[config.mk]
export PLATFORM = sky130hd
export DESIGN_NAME = control_unit_flat
export DESIGN_NICKNAME = d
export VERILOG_FILES = /design/src/rtl/risc_pkg.sv /design/src/rtl/control_unit_if.sv /design/src/rtl/control_unit_alu_decoder.sv /design/src/rtl/control_unit.sv /design/src/flat_wrapper.sv
export SDC_FILE = /design/constraint.sdc
export NUM_CORES = 1
export LEC_CHECK = 0
export CORE_AREA = 2 2 39 41
export CTS_CLUSTER_SIZE = 10
export DETAILED_ROUTE_END_ITERATION = 16
export DIE_AREA = 0 0 41 43
export GPL_TIMING_DRIVEN = 0
export PLACE_DENSITY = 0.65
export SKIP_CTS_REPAIR_TIMING = 1
export SLEW_MARGIN = 15
export SYNTH_ARGS = -nofsm -noshare
export SYNTH_HDL_FRONTEND = slang
export SYNTH_SLANG_ARGS = --single-unit
[constraint.sdc]
create_clock -name clk -period 1.1 [get_ports clk]
set_input_delay 0.22 -clock clk [delete_from_list [all_inputs] [get_ports clk]]
set_output_delay 0.22 -clock clk [all_outputs]
set_load 0.005 [all_outputs]
[src/rtl/risc_pkg.sv]
// Shared ISA definitions for the 16-bit RISC core: opcodes, ALU operation codes and the decoded control bundle.
// Used by the control unit and the ALU.
package risc_pkg;

  localparam logic [3:0] OP_RTYPE = 4'd0;
  localparam logic [3:0] OP_ADDI  = 4'd1;
  localparam logic [3:0] OP_ANDI  = 4'd2;
  localparam logic [3:0] OP_LW    = 4'd3;
  localparam logic [3:0] OP_SW    = 4'd4;
  localparam logic [3:0] OP_ORI   = 4'd5;
  localparam logic [3:0] OP_LI    = 4'd6;
  localparam logic [3:0] OP_BEQ   = 4'd7;

  localparam logic [3:0] ALU_ADD   = 4'd0;
  localparam logic [3:0] ALU_SUB   = 4'd1;
  localparam logic [3:0] ALU_AND   = 4'd2;
  localparam logic [3:0] ALU_OR    = 4'd3;
  localparam logic [3:0] ALU_XOR   = 4'd4;
  localparam logic [3:0] ALU_NOR   = 4'd5;
  localparam logic [3:0] ALU_SLL   = 4'd6;
  localparam logic [3:0] ALU_SRL   = 4'd7;
  localparam logic [3:0] ALU_SRA   = 4'd8;
  localparam logic [3:0] ALU_SLT   = 4'd9;
  localparam logic [3:0] ALU_PASSB = 4'd10;

  typedef struct packed {
    logic [3:0] alu_control;
    logic       branch;
    logic       reg_write;
    logic       mem_write;
    logic       mem_read;
    logic       alu_src;
    logic       reg_data;
    logic       const_src;
  } ctrl_t;

endpackage

[src/rtl/control_unit_if.sv]
// Instruction-field inputs and registered datapath controls of the main decoder.
// master = fetch/decode side driving fields, slave = the control unit.
interface control_unit_if;
  logic [3:0] opcode;
  logic [3:0] FnCode;
  logic [3:0] alu_control;
  logic       Branch;
  logic       regWrite;
  logic       MemWrite;
  logic       MemRead;
  logic       ALU_src;
  logic       reg_data;
  logic       const_src;

  modport master (
    output opcode, FnCode,
    input  alu_control, Branch, regWrite, MemWrite, MemRead, ALU_src, reg_data, const_src
  );

  modport slave (
    input  opcode, FnCode,
    output alu_control, Branch, regWrite, MemWrite, MemRead, ALU_src, reg_data, const_src
  );
endinterface

[src/rtl/control_unit_alu_decoder.sv]
// Combinational ALU operation select from (opcode, FnCode); flags R-type function codes
// outside the implemented range so the main decoder can turn them into a NOP.
module alu_decoder
  import risc_pkg::*;
(
  input  logic [3:0] opcode,
  input  logic [3:0] fn_code,
  output logic [3:0] alu_control,
  output logic       illegal_fn
);

  always_comb begin
    alu_control = ALU_ADD;
    illegal_fn  = 1'b0;
    case (opcode)
      OP_RTYPE: begin
        if (fn_code > ALU_PASSB) begin
          illegal_fn = 1'b1;
        end else begin
          alu_control = fn_code;
        end
      end
      OP_ANDI: alu_control = ALU_AND;
      OP_ORI:  alu_control = ALU_OR;
      OP_LI:   alu_control = ALU_PASSB;
      OP_BEQ:  alu_control = ALU_SUB;
      // ADDI, LW, SW and unimplemented opcodes all use ADD
      default: alu_control = ALU_ADD;
    endcase
  end

endmodule

[src/rtl/control_unit.sv]
// Main decoder: opcode/FnCode to registered ALU, register-file, memory and operand-mux controls.
// One cycle latency, one instruction per cycle; async active-high reset clears every output.
module control_unit
  import risc_pkg::*;
(
  input  logic           clk,
  input  logic           rst,
  control_unit_if.slave  bus
);

  logic [3:0] alu_code;
  logic       illegal_fn;
  ctrl_t      ctrl_d;
  ctrl_t      ctrl_q;

  alu_decoder u_alu_decoder (
    .opcode      (bus.opcode),
    .fn_code     (bus.FnCode),
    .alu_control (alu_code),
    .illegal_fn  (illegal_fn)
  );

  always_comb begin
    ctrl_d             = '0;
    ctrl_d.alu_control = alu_code;
    case (bus.opcode)
      OP_RTYPE: begin
        if (illegal_fn) begin
          ctrl_d = '0;
        end else begin
          ctrl_d.reg_write = 1'b1;
        end
      end
      OP_ADDI: begin
        ctrl_d.alu_src   = 1'b1;
        ctrl_d.reg_write = 1'b1;
      end
      OP_ANDI, OP_ORI, OP_LI: begin
        ctrl_d.alu_src   = 1'b1;
        ctrl_d.const_src = 1'b1;
        ctrl_d.reg_write = 1'b1;
      end
      OP_LW: begin
        ctrl_d.alu_src   = 1'b1;
        ctrl_d.mem_read  = 1'b1;
        ctrl_d.reg_data  = 1'b1;
        ctrl_d.reg_write = 1'b1;
      end
      OP_SW: begin
        ctrl_d.alu_src   = 1'b1;
        ctrl_d.mem_write = 1'b1;
      end
      OP_BEQ: begin
        ctrl_d.branch = 1'b1;
      end
      default: ctrl_d = '0;
    endcase
  end

  always_ff @(posedge clk or posedge rst) begin
    if (rst) begin
      ctrl_q <= '0;
    end else begin
      ctrl_q <= ctrl_d;
    end
  end

  assign bus.alu_control = ctrl_q.alu_control;
  assign bus.Branch      = ctrl_q.branch;
  assign bus.regWrite    = ctrl_q.reg_write;
  assign bus.MemWrite    = ctrl_q.mem_write;
  assign bus.MemRead     = ctrl_q.mem_read;
  assign bus.ALU_src     = ctrl_q.alu_src;
  assign bus.reg_data    = ctrl_q.reg_data;
  assign bus.const_src   = ctrl_q.const_src;

endmodule

[src/flat_wrapper.sv]
// flat-port wrapper written by rule: the top's interface ports become plain ports
module control_unit_flat import risc_pkg::*;
  (clk, rst, bus_opcode, bus_FnCode, bus_alu_control, bus_Branch, bus_regWrite, bus_MemWrite, bus_MemRead, bus_ALU_src, bus_reg_data, bus_const_src);
  control_unit_if bus_i ();
  input  logic clk;
  input  logic rst;
  input wire logic [$bits(bus_i.opcode)-1:0] bus_opcode;
  input wire logic [$bits(bus_i.FnCode)-1:0] bus_FnCode;
  output wire logic [$bits(bus_i.alu_control)-1:0] bus_alu_control;
  output wire logic [$bits(bus_i.Branch)-1:0] bus_Branch;
  output wire logic [$bits(bus_i.regWrite)-1:0] bus_regWrite;
  output wire logic [$bits(bus_i.MemWrite)-1:0] bus_MemWrite;
  output wire logic [$bits(bus_i.MemRead)-1:0] bus_MemRead;
  output wire logic [$bits(bus_i.ALU_src)-1:0] bus_ALU_src;
  output wire logic [$bits(bus_i.reg_data)-1:0] bus_reg_data;
  output wire logic [$bits(bus_i.const_src)-1:0] bus_const_src;
  assign bus_i.opcode = bus_opcode;
  assign bus_i.FnCode = bus_FnCode;
  assign bus_alu_control = bus_i.alu_control;
  assign bus_Branch = bus_i.Branch;
  assign bus_regWrite = bus_i.regWrite;
  assign bus_MemWrite = bus_i.MemWrite;
  assign bus_MemRead = bus_i.MemRead;
  assign bus_ALU_src = bus_i.ALU_src;
  assign bus_reg_data = bus_i.reg_data;
  assign bus_const_src = bus_i.const_src;
  control_unit u_core (.clk(clk), .rst(rst), .bus(bus_i));
endmodule
congestion_map.png
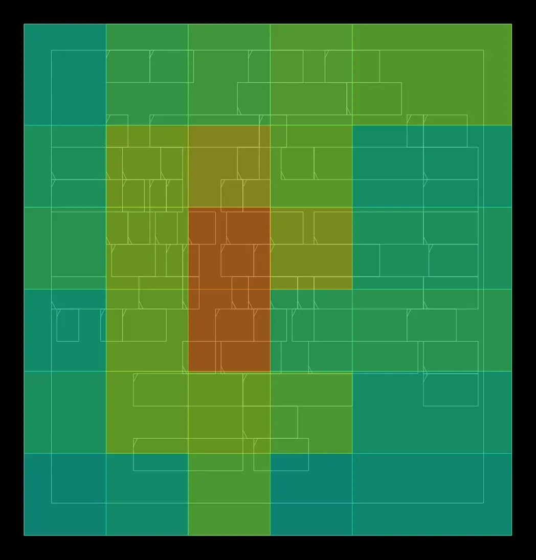
Avg WL per Cell: 10.2 um
met2 Use GR: 15.9%
GR Util met3: 4.71%
GR peak layer: met2

floorplan.png
Scale bar: 10 um. Pins as bars on the die edge. Tap cells in gray.
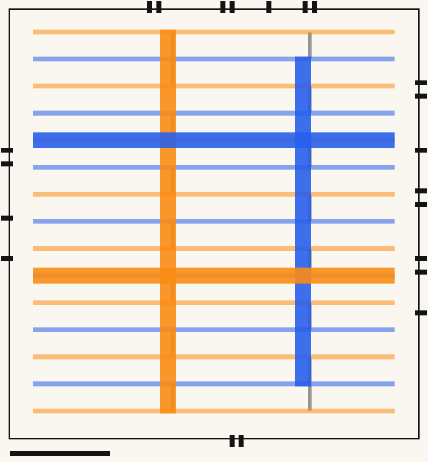
color	net
orange	VSS
blue	VDD
rows	14
tap cells	16
met5 straps	2
met1 rails	15

sizing.png
Scale bar: 10 um.
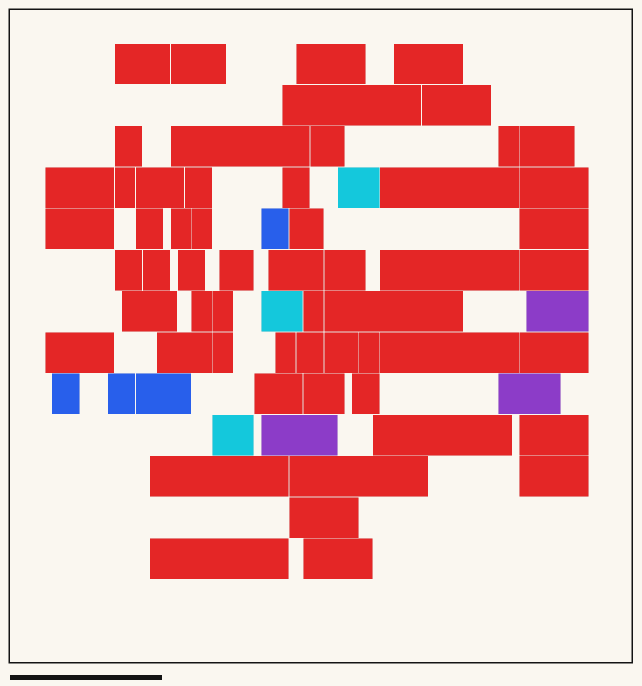
color	size	cells	share
cyan	x3 and x4	3	4.5%
blue	x2	4	6.0%
red	x1 and smaller	57	85%
purple	x6 and larger	3	4.5%

==> flow_summary.json <==
{
  "dp_cells": 79,
  "mux_share_pct": 0,
  "die_h_um": 43,
  "grt_util_all_layers_pct": 11.9,
  "tapCellCount": 16,
  "ant_nets": 0,
  "netlist_area_um2": 443,
  "seq_share_pct": 34.3,
  "flops": 10,
  "p_clk_mw": 0.315,
  "async_flop_share_pct": 100,
  "crit_family": "flip-flops",
  "largest_cell_class": "non-clock buffers",
  "htreeDepth": 1,
  "syn_inst": 44,
  "dieArea_um2": 1760,
  "comb_share_pct": 22.8,
  "area_leaders": "dfrtp_1 56%, nand2_1 4.2%, a21oi_1 3.4%",
  "grt_pass1_wl_mm": 1.37,
  "startpoint": "u_core.bus.MemRead",
  "drive_gt1_share_pct": 14.9,
  "warnings": 27,
  "p_seq_share_pct": 46.6,
  "seq_area_um2": 250,
  "syn_to_final_growth_pct": 64.7,
  "drtIter0Drc": 3,
  "seq-power_mw": 0.386,
  "cts-root-buf": "clkbuf_4",
  "ys_types": 19,
  "nonClkBufAreaFrac_pct": 34.6,
  "synth.comb.largest_family": "simple AND/OR/NAND/NOR gates",
  "routabilityCongestion": 0.746,
  "xor_area_share_pct": 0,
  "slew_headroom_pct": 76.9,
  "grt_pass1_vias": 322,
  "use_met1_pct": 15.1,
  "clk_pin_slew_ps": 60,
  "comb_area_um2": 166,
  "die_w_um": 41,
  "layout.cells.most_common": "dlymetal6s2s_1",
  "worstPathCellList": "buf_6 -> buf_6",
  "p_int_mw": 0.653,
  "worstSetupPathType": "reg -> out",
  "ys_sh_aoi_pct": 14.4,
  "fin_setup_tns_ps": 0,
  "outcome": "finished clean",
  "cts.sinks": 10,
  "critPathBufInv": 2,
  "max_stage_delay_ps": 390,
  "syn_nets": 54,
  "wl_um": 847
}
closeup.png
Region (16, 0) to (41, 25) um. Cells in gray, sequential cells in the stronger gray; small squares are vias.
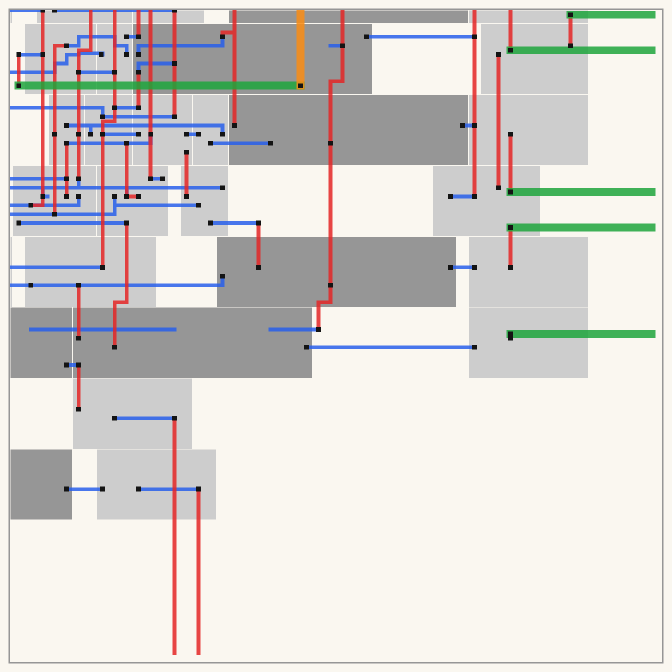
color	layer
blue	M1
orange	M4
green	M3
red	M2
cells with their middle in the window	21
most frequent	dlymetal6s2s_1 (5), dfrtp_1 (4)
sequential cells in the window	4

layers.png
Only two layers are drawn.
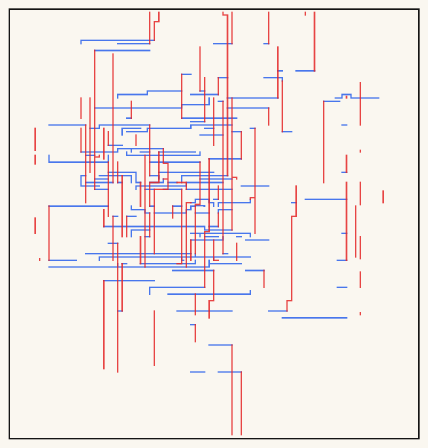
color	layer	wire length
blue	M1	367 um
red	M2	395 um

